--- src/rtl/alu_share_ctrl_if.sv ---
// Bundle of the two requester handshakes, the shared response bus and the ALU hookup.
// The slave side is the scheduler; the master side is the requesters plus the ALU.
interface alu_share_ctrl_if;
    logic       a_req_valid;
    logic       a_req_ready;
    logic [1:0] a_req_s;
    logic [4:0] a_req_x;
    logic [4:0] a_req_y;
    logic       a_rsp_valid;
    logic       a_rsp_ready;

    logic       b_req_valid;
    logic       b_req_ready;
    logic [1:0] b_req_s;
    logic [4:0] b_req_x;
    logic [4:0] b_req_y;
    logic       b_rsp_valid;
    logic       b_rsp_ready;

    logic [4:0] rsp_f;
    logic       rsp_cout;
    logic       rsp_ovf;

    logic [1:0] alu_s;
    logic [4:0] alu_x;
    logic [4:0] alu_y;
    logic [4:0] alu_f;
    logic       alu_cout;
    logic       alu_ovf;

    modport master (
        output a_req_valid, a_req_s, a_req_x, a_req_y, a_rsp_ready,
        output b_req_valid, b_req_s, b_req_x, b_req_y, b_rsp_ready,
        output alu_f, alu_cout, alu_ovf,
        input  a_req_ready, a_rsp_valid, b_req_ready, b_rsp_valid,
        input  rsp_f, rsp_cout, rsp_ovf, alu_s, alu_x, alu_y
    );

    modport slave (
        input  a_req_valid, a_req_s, a_req_x, a_req_y, a_rsp_ready,
        input  b_req_valid, b_req_s, b_req_x, b_req_y, b_rsp_ready,
        input  alu_f, alu_cout, alu_ovf,
        output a_req_ready, a_rsp_valid, b_req_ready, b_rsp_valid,
        output rsp_f, rsp_cout, rsp_ovf, alu_s, alu_x, alu_y
    );
endinterface

--- src/rtl/alu_share_ctrl.sv ---
// Round-robin scheduler sharing one external combinational ALU between requesters A and B:
// latch the winner's operation, hold it SETTLE cycles, capture the result and hand it back.
module alu_share_ctrl #(
    parameter int unsigned SETTLE = 1,
    parameter int unsigned CNT_W  = 8
) (
    input  logic             clk,
    input  logic             rst,
    alu_share_ctrl_if.slave  bus,
    output logic             busy,
    output logic [CNT_W-1:0] op_count
);

    localparam logic [1:0] StIdle  = 2'd0;
    localparam logic [1:0] StIssue = 2'd1;
    localparam logic [1:0] StResp  = 2'd2;

    localparam logic [3:0] SettleLoad = 4'(SETTLE - 1);

    logic [1:0]       state_q, state_d;
    logic             last_q, last_d;     // 1: B was granted last
    logic             owner_q, owner_d;   // 1: B owns the operation in flight
    logic [3:0]       cnt_q, cnt_d;
    logic [1:0]       alu_s_q, alu_s_d;
    logic [4:0]       alu_x_q, alu_x_d;
    logic [4:0]       alu_y_q, alu_y_d;
    logic [4:0]       rsp_f_q, rsp_f_d;
    logic             rsp_cout_q, rsp_cout_d;
    logic             rsp_ovf_q, rsp_ovf_d;
    logic [CNT_W-1:0] op_count_q, op_count_d;

    logic grant_a, grant_b;
    logic owner_rsp_ready;

    // Ready is withheld while reset is asserted so no request is dropped into a reset edge.
    always_comb begin
        grant_a = 1'b0;
        grant_b = 1'b0;
        if (state_q == StIdle && !rst) begin
            if (bus.a_req_valid && bus.b_req_valid) begin
                grant_a = last_q;
                grant_b = !last_q;
            end else begin
                grant_a = bus.a_req_valid;
                grant_b = bus.b_req_valid;
            end
        end
    end

    assign owner_rsp_ready = owner_q ? bus.b_rsp_ready : bus.a_rsp_ready;

    always_comb begin
        state_d    = state_q;
        last_d     = last_q;
        owner_d    = owner_q;
        cnt_d      = cnt_q;
        alu_s_d    = alu_s_q;
        alu_x_d    = alu_x_q;
        alu_y_d    = alu_y_q;
        rsp_f_d    = rsp_f_q;
        rsp_cout_d = rsp_cout_q;
        rsp_ovf_d  = rsp_ovf_q;
        op_count_d = op_count_q;
        case (state_q)
            StIdle: begin
                if (grant_a || grant_b) begin
                    state_d = StIssue;
                    owner_d = grant_b;
                    last_d  = grant_b;
                    cnt_d   = SettleLoad;
                    alu_s_d = grant_b ? bus.b_req_s : bus.a_req_s;
                    alu_x_d = grant_b ? bus.b_req_x : bus.a_req_x;
                    alu_y_d = grant_b ? bus.b_req_y : bus.a_req_y;
                end
            end
            StIssue: begin
                if (cnt_q == 4'd0) begin
                    state_d    = StResp;
                    rsp_f_d    = bus.alu_f;
                    rsp_cout_d = bus.alu_cout;
                    rsp_ovf_d  = bus.alu_ovf;
                end else begin
                    cnt_d = cnt_q - 4'd1;
                end
            end
            StResp: begin
                if (owner_rsp_ready) begin
                    state_d    = StIdle;
                    op_count_d = op_count_q + 1'b1;
                end
            end
            default: state_d = StIdle;
        endcase
    end

    always_ff @(posedge clk) begin
        if (rst) begin
            state_q    <= StIdle;
            last_q     <= 1'b1;
            owner_q    <= 1'b0;
            cnt_q      <= 4'd0;
            alu_s_q    <= 2'd0;
            alu_x_q    <= 5'd0;
            alu_y_q    <= 5'd0;
            rsp_f_q    <= 5'd0;
            rsp_cout_q <= 1'b0;
            rsp_ovf_q  <= 1'b0;
            op_count_q <= '0;
        end else begin
            state_q    <= state_d;
            last_q     <= last_d;
            owner_q    <= owner_d;
            cnt_q      <= cnt_d;
            alu_s_q    <= alu_s_d;
            alu_x_q    <= alu_x_d;
            alu_y_q    <= alu_y_d;
            rsp_f_q    <= rsp_f_d;
            rsp_cout_q <= rsp_cout_d;
            rsp_ovf_q  <= rsp_ovf_d;
            op_count_q <= op_count_d;
        end
    end

    assign bus.a_req_ready = grant_a;
    assign bus.b_req_ready = grant_b;
    assign bus.a_rsp_valid = (state_q == StResp) && !owner_q;
    assign bus.b_rsp_valid = (state_q == StResp) && owner_q;
    assign bus.rsp_f       = rsp_f_q;
    assign bus.rsp_cout    = rsp_cout_q;
    assign bus.rsp_ovf     = rsp_ovf_q;
    assign bus.alu_s       = alu_s_q;
    assign bus.alu_x       = alu_x_q;
    assign bus.alu_y       = alu_y_q;
    assign busy            = (state_q != StIdle);
    assign op_count        = op_count_q;

endmodule

--- src/flat_wrapper.sv ---
// flat-port wrapper written by rule: the top's interface ports become plain ports
module alu_share_ctrl_flat 
#(
    parameter int unsigned SETTLE = 1,
    parameter int unsigned CNT_W  = 8
)
  (clk, rst, busy, op_count, bus_a_req_valid, bus_a_req_s, bus_a_req_x, bus_a_req_y, bus_a_rsp_ready, bus_b_req_valid, bus_b_req_s, bus_b_req_x, bus_b_req_y, bus_b_rsp_ready, bus_alu_f, bus_alu_cout, bus_alu_ovf, bus_a_req_ready, bus_a_rsp_valid, bus_b_req_ready, bus_b_rsp_valid, bus_rsp_f, bus_rsp_cout, bus_rsp_ovf, bus_alu_s, bus_alu_x, bus_alu_y);
  alu_share_ctrl_if bus_i ();
  input  logic clk;
  input  logic rst;
  output logic busy;
  output logic [CNT_W-1:0] op_count;
  input wire logic [$bits(bus_i.a_req_valid)-1:0] bus_a_req_valid;
  input wire logic [$bits(bus_i.a_req_s)-1:0] bus_a_req_s;
  input wire logic [$bits(bus_i.a_req_x)-1:0] bus_a_req_x;
  input wire logic [$bits(bus_i.a_req_y)-1:0] bus_a_req_y;
  input wire logic [$bits(bus_i.a_rsp_ready)-1:0] bus_a_rsp_ready;
  input wire logic [$bits(bus_i.b_req_valid)-1:0] bus_b_req_valid;
  input wire logic [$bits(bus_i.b_req_s)-1:0] bus_b_req_s;
  input wire logic [$bits(bus_i.b_req_x)-1:0] bus_b_req_x;
  input wire logic [$bits(bus_i.b_req_y)-1:0] bus_b_req_y;
  input wire logic [$bits(bus_i.b_rsp_ready)-1:0] bus_b_rsp_ready;
  input wire logic [$bits(bus_i.alu_f)-1:0] bus_alu_f;
  input wire logic [$bits(bus_i.alu_cout)-1:0] bus_alu_cout;
  input wire logic [$bits(bus_i.alu_ovf)-1:0] bus_alu_ovf;
  output wire logic [$bits(bus_i.a_req_ready)-1:0] bus_a_req_ready;
  output wire logic [$bits(bus_i.a_rsp_valid)-1:0] bus_a_rsp_valid;
  output wire logic [$bits(bus_i.b_req_ready)-1:0] bus_b_req_ready;
  output wire logic [$bits(bus_i.b_rsp_valid)-1:0] bus_b_rsp_valid;
  output wire logic [$bits(bus_i.rsp_f)-1:0] bus_rsp_f;
  output wire logic [$bits(bus_i.rsp_cout)-1:0] bus_rsp_cout;
  output wire logic [$bits(bus_i.rsp_ovf)-1:0] bus_rsp_ovf;
  output wire logic [$bits(bus_i.alu_s)-1:0] bus_alu_s;
  output wire logic [$bits(bus_i.alu_x)-1:0] bus_alu_x;
  output wire logic [$bits(bus_i.alu_y)-1:0] bus_alu_y;
  assign bus_i.a_req_valid = bus_a_req_valid;
  assign bus_i.a_req_s = bus_a_req_s;
  assign bus_i.a_req_x = bus_a_req_x;
  assign bus_i.a_req_y = bus_a_req_y;
  assign bus_i.a_rsp_ready = bus_a_rsp_ready;
  assign bus_i.b_req_valid = bus_b_req_valid;
  assign bus_i.b_req_s = bus_b_req_s;
  assign bus_i.b_req_x = bus_b_req_x;
  assign bus_i.b_req_y = bus_b_req_y;
  assign bus_i.b_rsp_ready = bus_b_rsp_ready;
  assign bus_i.alu_f = bus_alu_f;
  assign bus_i.alu_cout = bus_alu_cout;
  assign bus_i.alu_ovf = bus_alu_ovf;
  assign bus_a_req_ready = bus_i.a_req_ready;
  assign bus_a_rsp_valid = bus_i.a_rsp_valid;
  assign bus_b_req_ready = bus_i.b_req_ready;
  assign bus_b_rsp_valid = bus_i.b_rsp_valid;
  assign bus_rsp_f = bus_i.rsp_f;
  assign bus_rsp_cout = bus_i.rsp_cout;
  assign bus_rsp_ovf = bus_i.rsp_ovf;
  assign bus_alu_s = bus_i.alu_s;
  assign bus_alu_x = bus_i.alu_x;
  assign bus_alu_y = bus_i.alu_y;
  alu_share_ctrl #(.SETTLE(SETTLE), .CNT_W(CNT_W)) u_core (.clk(clk), .rst(rst), .bus(bus_i), .busy(busy), .op_count(op_count));
endmodule
--- config.mk ---
export PLATFORM = sky130hd
export DESIGN_NAME = alu_share_ctrl_flat
export DESIGN_NICKNAME = d
export VERILOG_FILES = /design/src/rtl/alu_share_ctrl_if.sv /design/src/rtl/alu_share_ctrl.sv /design/src/flat_wrapper.sv
export SDC_FILE = /design/constraint.sdc
export NUM_CORES = 1
export LEC_CHECK = 0
export CAP_MARGIN = 20
export CORE_MARGIN = 2
export CORE_UTILIZATION = 45
export CTS_CLUSTER_SIZE = 40
export DETAILED_ROUTE_END_ITERATION = 7
export GPL_TIMING_DRIVEN = 0
export PLACE_DENSITY_LB_ADDON = 0.15
export SKIP_LAST_GASP = 1
export SLEW_MARGIN = 5
export SYNTH_ARGS = -nofsm -noshare
export SYNTH_HDL_FRONTEND = slang
export SYNTH_SLANG_ARGS = --single-unit
--- constraint.sdc ---
create_clock -name clk -period 3.2 [get_ports clk]
set_input_delay 0.32 -clock clk [delete_from_list [all_inputs] [get_ports clk]]
set_output_delay 0.32 -clock clk [all_outputs]
set_load 0.01 [all_outputs]
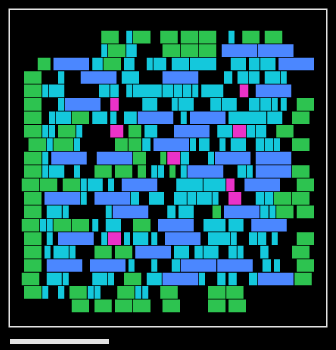
run_1/cell_classes.png
Bar = 20 µm.
Green shows other buffers and delay cells, cells 77, share of their area 31%. Cyan shows all other logic, cells 143, share of their area 36%. Magenta shows clock drivers and dummy loads, cells 8, share of their area 2.2%. Blue shows flip-flops, cells 35, share of their area 30%.
Seq area share: 29.20%
final instance area: 2400 µm²
fin util: 70.80%
Core ar.: 3390 µm²
Core Rows: 21

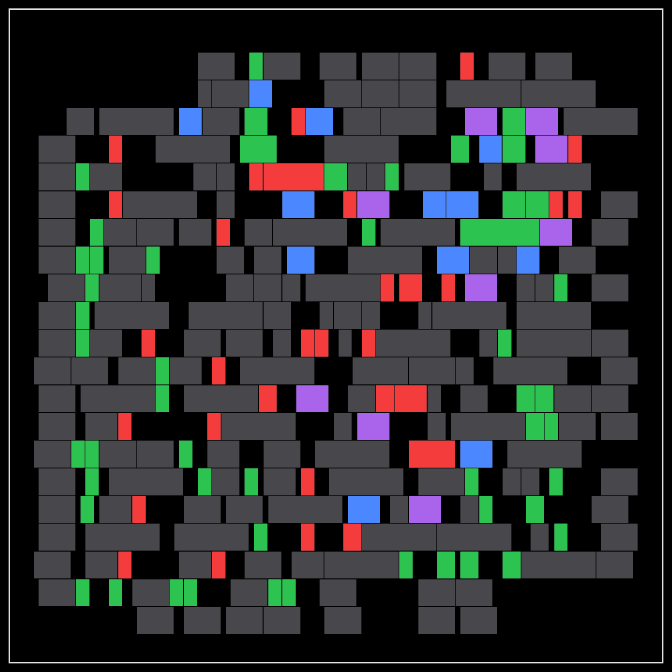
run_1/gate_families.png
Blue shows AND and OR gates, cells 12. Red shows NOR gates, cells 31, most used nor2_1. Purple shows XOR/XNOR gates, cells 9, most used xor2_1. Green shows NAND gates, cells 51, most used nand2_1, where spread over the die.

==> flow_metrics.tcl, run 1 <==
# metrics dict for downstream scripts
set metrics [dict create \
    gr-usage-met2_pct 31.25 \
    setup.worst_path.end_class "primary output" \
    antenna_left 0 \
    place_ws_ns 1.048 \
    io_pins 69 \
    yosysWarnings 0 \
    power.group.top "registers" \
    finalSetupViolations 0 \
    drt-initial-drc-count 71 \
    syn_nets 228 \
    outcome "completed" \
    postSynth.asyncResetShare_pct 0 \
    power_uw 909.4 \
    final_cells 309 \
    cts_resized 0 \
    routabilityCongestion 0.7444 \
    startpoint "u_core.state_q[1]$_SDFFE_PP0P_" \
    clkSinkCount 35 \
    pg_comb_uw 204 \
    max_freq_mhz 447.7 \
    finalNetCount 302 \
    mux_share_pct 1.546 \
    dp.cells 301 \
    buffers 77 \
    highest_layer "met4" \
    regArea_um2 700.7 \
    top_area_share_pct 43.28 \
    flop-count 35 \
    worst_slack_ns 0.9664 \
]
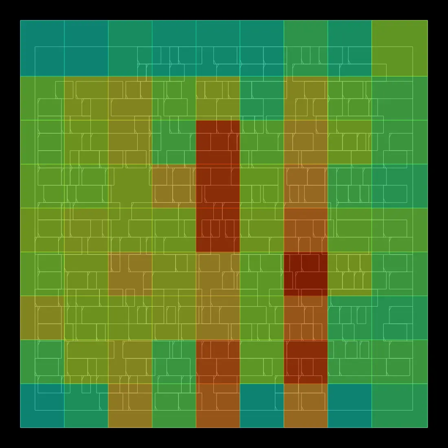
run_1/final_congestion.png
Wirelength per Cell: 11.82 µm
busiest grt layer: met2
total track usage: 19.21%
GR met3 Demand/Resource: 6.866%
met1 usage: 23.41%

[run 1: placed cells by master, fill, tap and decap left out, drive strengths merged, types with 2 or more instances in the layout]
master,count
and4,2
nor2b,2
xnor2,3
inv,4
ha,3
clkinv,3
and2,3
buf,8
nand2b,2
nand4,5
a21oi,13
nand2,35
nor3,4
clkdlybuf4s50,67
clkbuf,7
nand3,9
xor2,6
o21ai,2
dfxtp,35
nor2,24
a311oi,12
[run 1: worst paths after layout]
path              depth (start not counted)                               end
setup / recovery                          5                   bus_b_req_ready
hold / removal                            2  u_core.bus.alu_x[4]$_SDFFE_PP0P_
setup reg to reg                          6   u_core.bus.rsp_ovf$_SDFFE_PP0P_
hold reg to reg                           2  u_core.bus.rsp_f[4]$_SDFFE_PP0P_
==> run 2: changes to the inputs <==
Settings changed: CORE_UTILIZATION 45 to 38.
Clock period 3.2 ns to 1.8 ns, I/O delays scaled along.
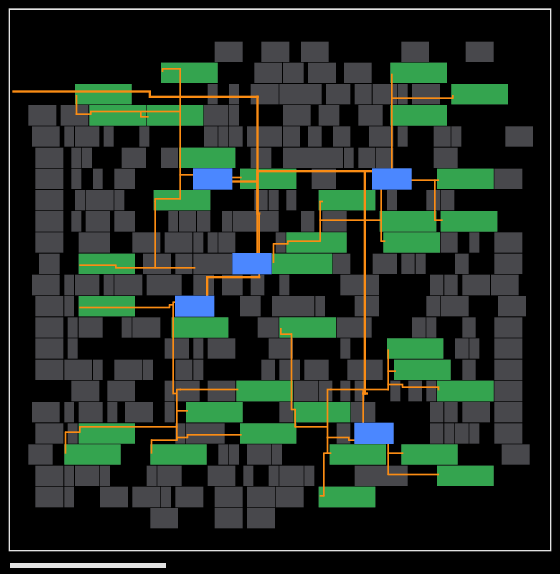
run_2/clock_map.png
Bar = 20 µm.
Blue shows cells driving clock nets, count 5. Orange shows clock wires, length 435 µm. Green shows flip-flops, count 35.
There are 6 routed clock nets.
skew final: 0.005169 ns
clk_lat worst skew: 0.29 ns
Clk network pwr share: 33.6%
Power Clock: 617 µW

==> run 2 against run 1 <==
Non-clock buffer count grew 2. Cell area increased by 3.2%. Clock skew up 0.00069 ns. Clock-buffer cell count rose by 3. Register-to-register slack got worse by 1.2 ns. Sequential power up 78%. Utilization is 9.7 points lower. Via count rose by 0.51%. Largest cell class unchanged.
==> flow_metrics.tcl, run 2 <==
# metrics dict for downstream scripts
set metrics [dict create \
    fin_util_pct 61.05 \
    drt-initial-drc-count 26 \
    routabilityCongestion 0.7742 \
    grt_use_met3_pct 5.378 \
    finalSetupViolations 0 \
    num_rows 23 \
    worst_slack_ns 0.07180 \
    setup.worst_path.end_class "primary output" \
    grt.total_usage_pct 16.12 \
    holdPathStages 2 \
    place_ws_ns -0.04481 \
    max_freq_mhz 578.6 \
    layout_top_cell "clkdlybuf4s50_1" \
    top_area_share_pct 43.28 \
    outcome "completed" \
    finalNetCount 304 \
    final_cells 315 \
    io_pins 69 \
    power_uw 1834 \
    clkSinkCount 35 \
    power.group.top "registers" \
    pg_comb_uw 370 \
    top_usage_layer "met2" \
    postSynth.asyncResetShare_pct 0 \
    final_cell_mix "clkdlybuf4s50_1 (65), nand2_1 (35), dfxtp_1 (33)" \
    dp.cells 305 \
    routedWlPerCell_um 12.46 \
    antenna_left 0 \
    syn_nets 228 \
    critical_path_depth 3 \
]
-- run 2: cell counts after synthesis --
Identical to the previous run, type by type.
-- run 2: layout make-up --
class / count / area share (%)
buffer: 10 / 2.677
inverter: 4 / 0.6061
multi-input combinational: 139 / 34.04
timing repair buffer: 69 / 27.73
sequential: 35 / 28.38
clock buffer: 8 / 4.040
tap: 50 / 2.525
-- run 2: cell families after synthesis --
logic type	count (synthesis)	synth area share, %
buffers and inverters	14	5.023
and+or+nand+nor	94	29.60
DFF	35	43.28
adders and majority gates	3	2.319
xor gates and xnor gates	9	4.869
muxes	2	1.545
AOI/OAI and AO/OA	31	13.37
-- run 2: timing repair --
action | CTS | global route
pin swaps | 2 | 0
resized | 3 | 2
setup buffers | 2 | 0
setup endpoints to repair | 6 | 2
==> run 3: changes to the inputs <==
Settings changed: CTS_CLUSTER_DIAMETER set to 30.
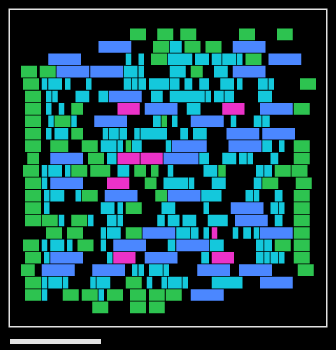
run_3/cell_classes.png
Bar = 20 µm.
Cyan shows all other logic, cells 143, share of their area 36%. Green shows other buffers and delay cells, cells 79, share of their area 31%. Blue shows flip-flops, cells 35, share of their area 29%. Magenta shows clock drivers and dummy loads, cells 8, share of their area 4.1%.

==> run 3 against run 2 <==
Worst setup slack unchanged. Clock-buffer cell count stayed put. Via count unchanged. Utilization did not move. Non-clock buffer count unchanged. Critical endpoint unchanged. Highest routed layer unchanged.
==> flow_metrics.tcl, run 3 <==
# metrics dict for downstream scripts
set metrics [dict create \
    outcome "completed" \
    place_ws_ns -0.04481 \
    worst_slack_ns 0.07180 \
    top_area_share_pct 43.28 \
    ys_sh_xor_pct 4.869 \
    flop-count 35 \
    fin_util_pct 61.05 \
    buffer_area_share_pct 30.40 \
    holdPathStages 2 \
    drt-initial-drc-count 26 \
    clk_share_pct 4.040 \
    mux_share_pct 1.546 \
    routedWlPerCell_um 12.46 \
    final_cells 315 \
    aoi_share_pct 13.37 \
    routabilityCongestion 0.7742 \
    hold_end "u_core.cnt_q[1]$_SDFFE_PP0P_" \
    clockPowerShare_pct 33.6 \
    largestClassByArea "combinational gates" \
    io_pins 69 \
    cp-endpoint "bus_b_rsp_valid" \
    grt.total_usage_pct 16.12 \
    clk_latency_ns 0.29 \
    skew_ns 0.005169 \
    dp.cells 305 \
    nonClockInverterCount 4 \
    finalSetupViolations 0 \
    clock_buffers 8 \
    top_logic_kind "simple AND/OR/NAND/NOR gates" \
    comb_share_pct 34.04 \
    finalNetCount 304 \
    postSynth.asyncResetShare_pct 0 \
    power_uw 1834 \
    clkSinkCount 35 \
    r2r_end "u_core.bus.rsp_f[2]$_SDFFE_PP0P_" \
]
-- run 3: cell counts after synthesis --
Identical to the previous run, type by type.
-- run 3: power groups by stage --
stage	logic (µW)	registers [µW]	clock network, µW
after floorplan	155	878	0
after global placement	367	863	0
after detailed placement	367	864	0
after CTS	373	848	628
after global routing	402	855	660
final	370	848	617
-- run 3: layer usage --
metal  global-route usage [%]  vias up  part of all wire [%]
met4                    5.882        0                   1.4
met2                    25.11       60                    44
met5                        0        -                     0
met3                    5.378        6                   8.4
li1                         -      803                     -
met1                    20.70      720                    46
-- run 3: what timing repair did --
item | in CTS | in global routing
buffers inserted | 2 | 0
cloned | 0 | 0
pin swaps | 2 | 0
setup endpoints to repair | 6 | 2
gates resized | 3 | 2
No activity file was given, so power comes from the tool's default toggle rates.
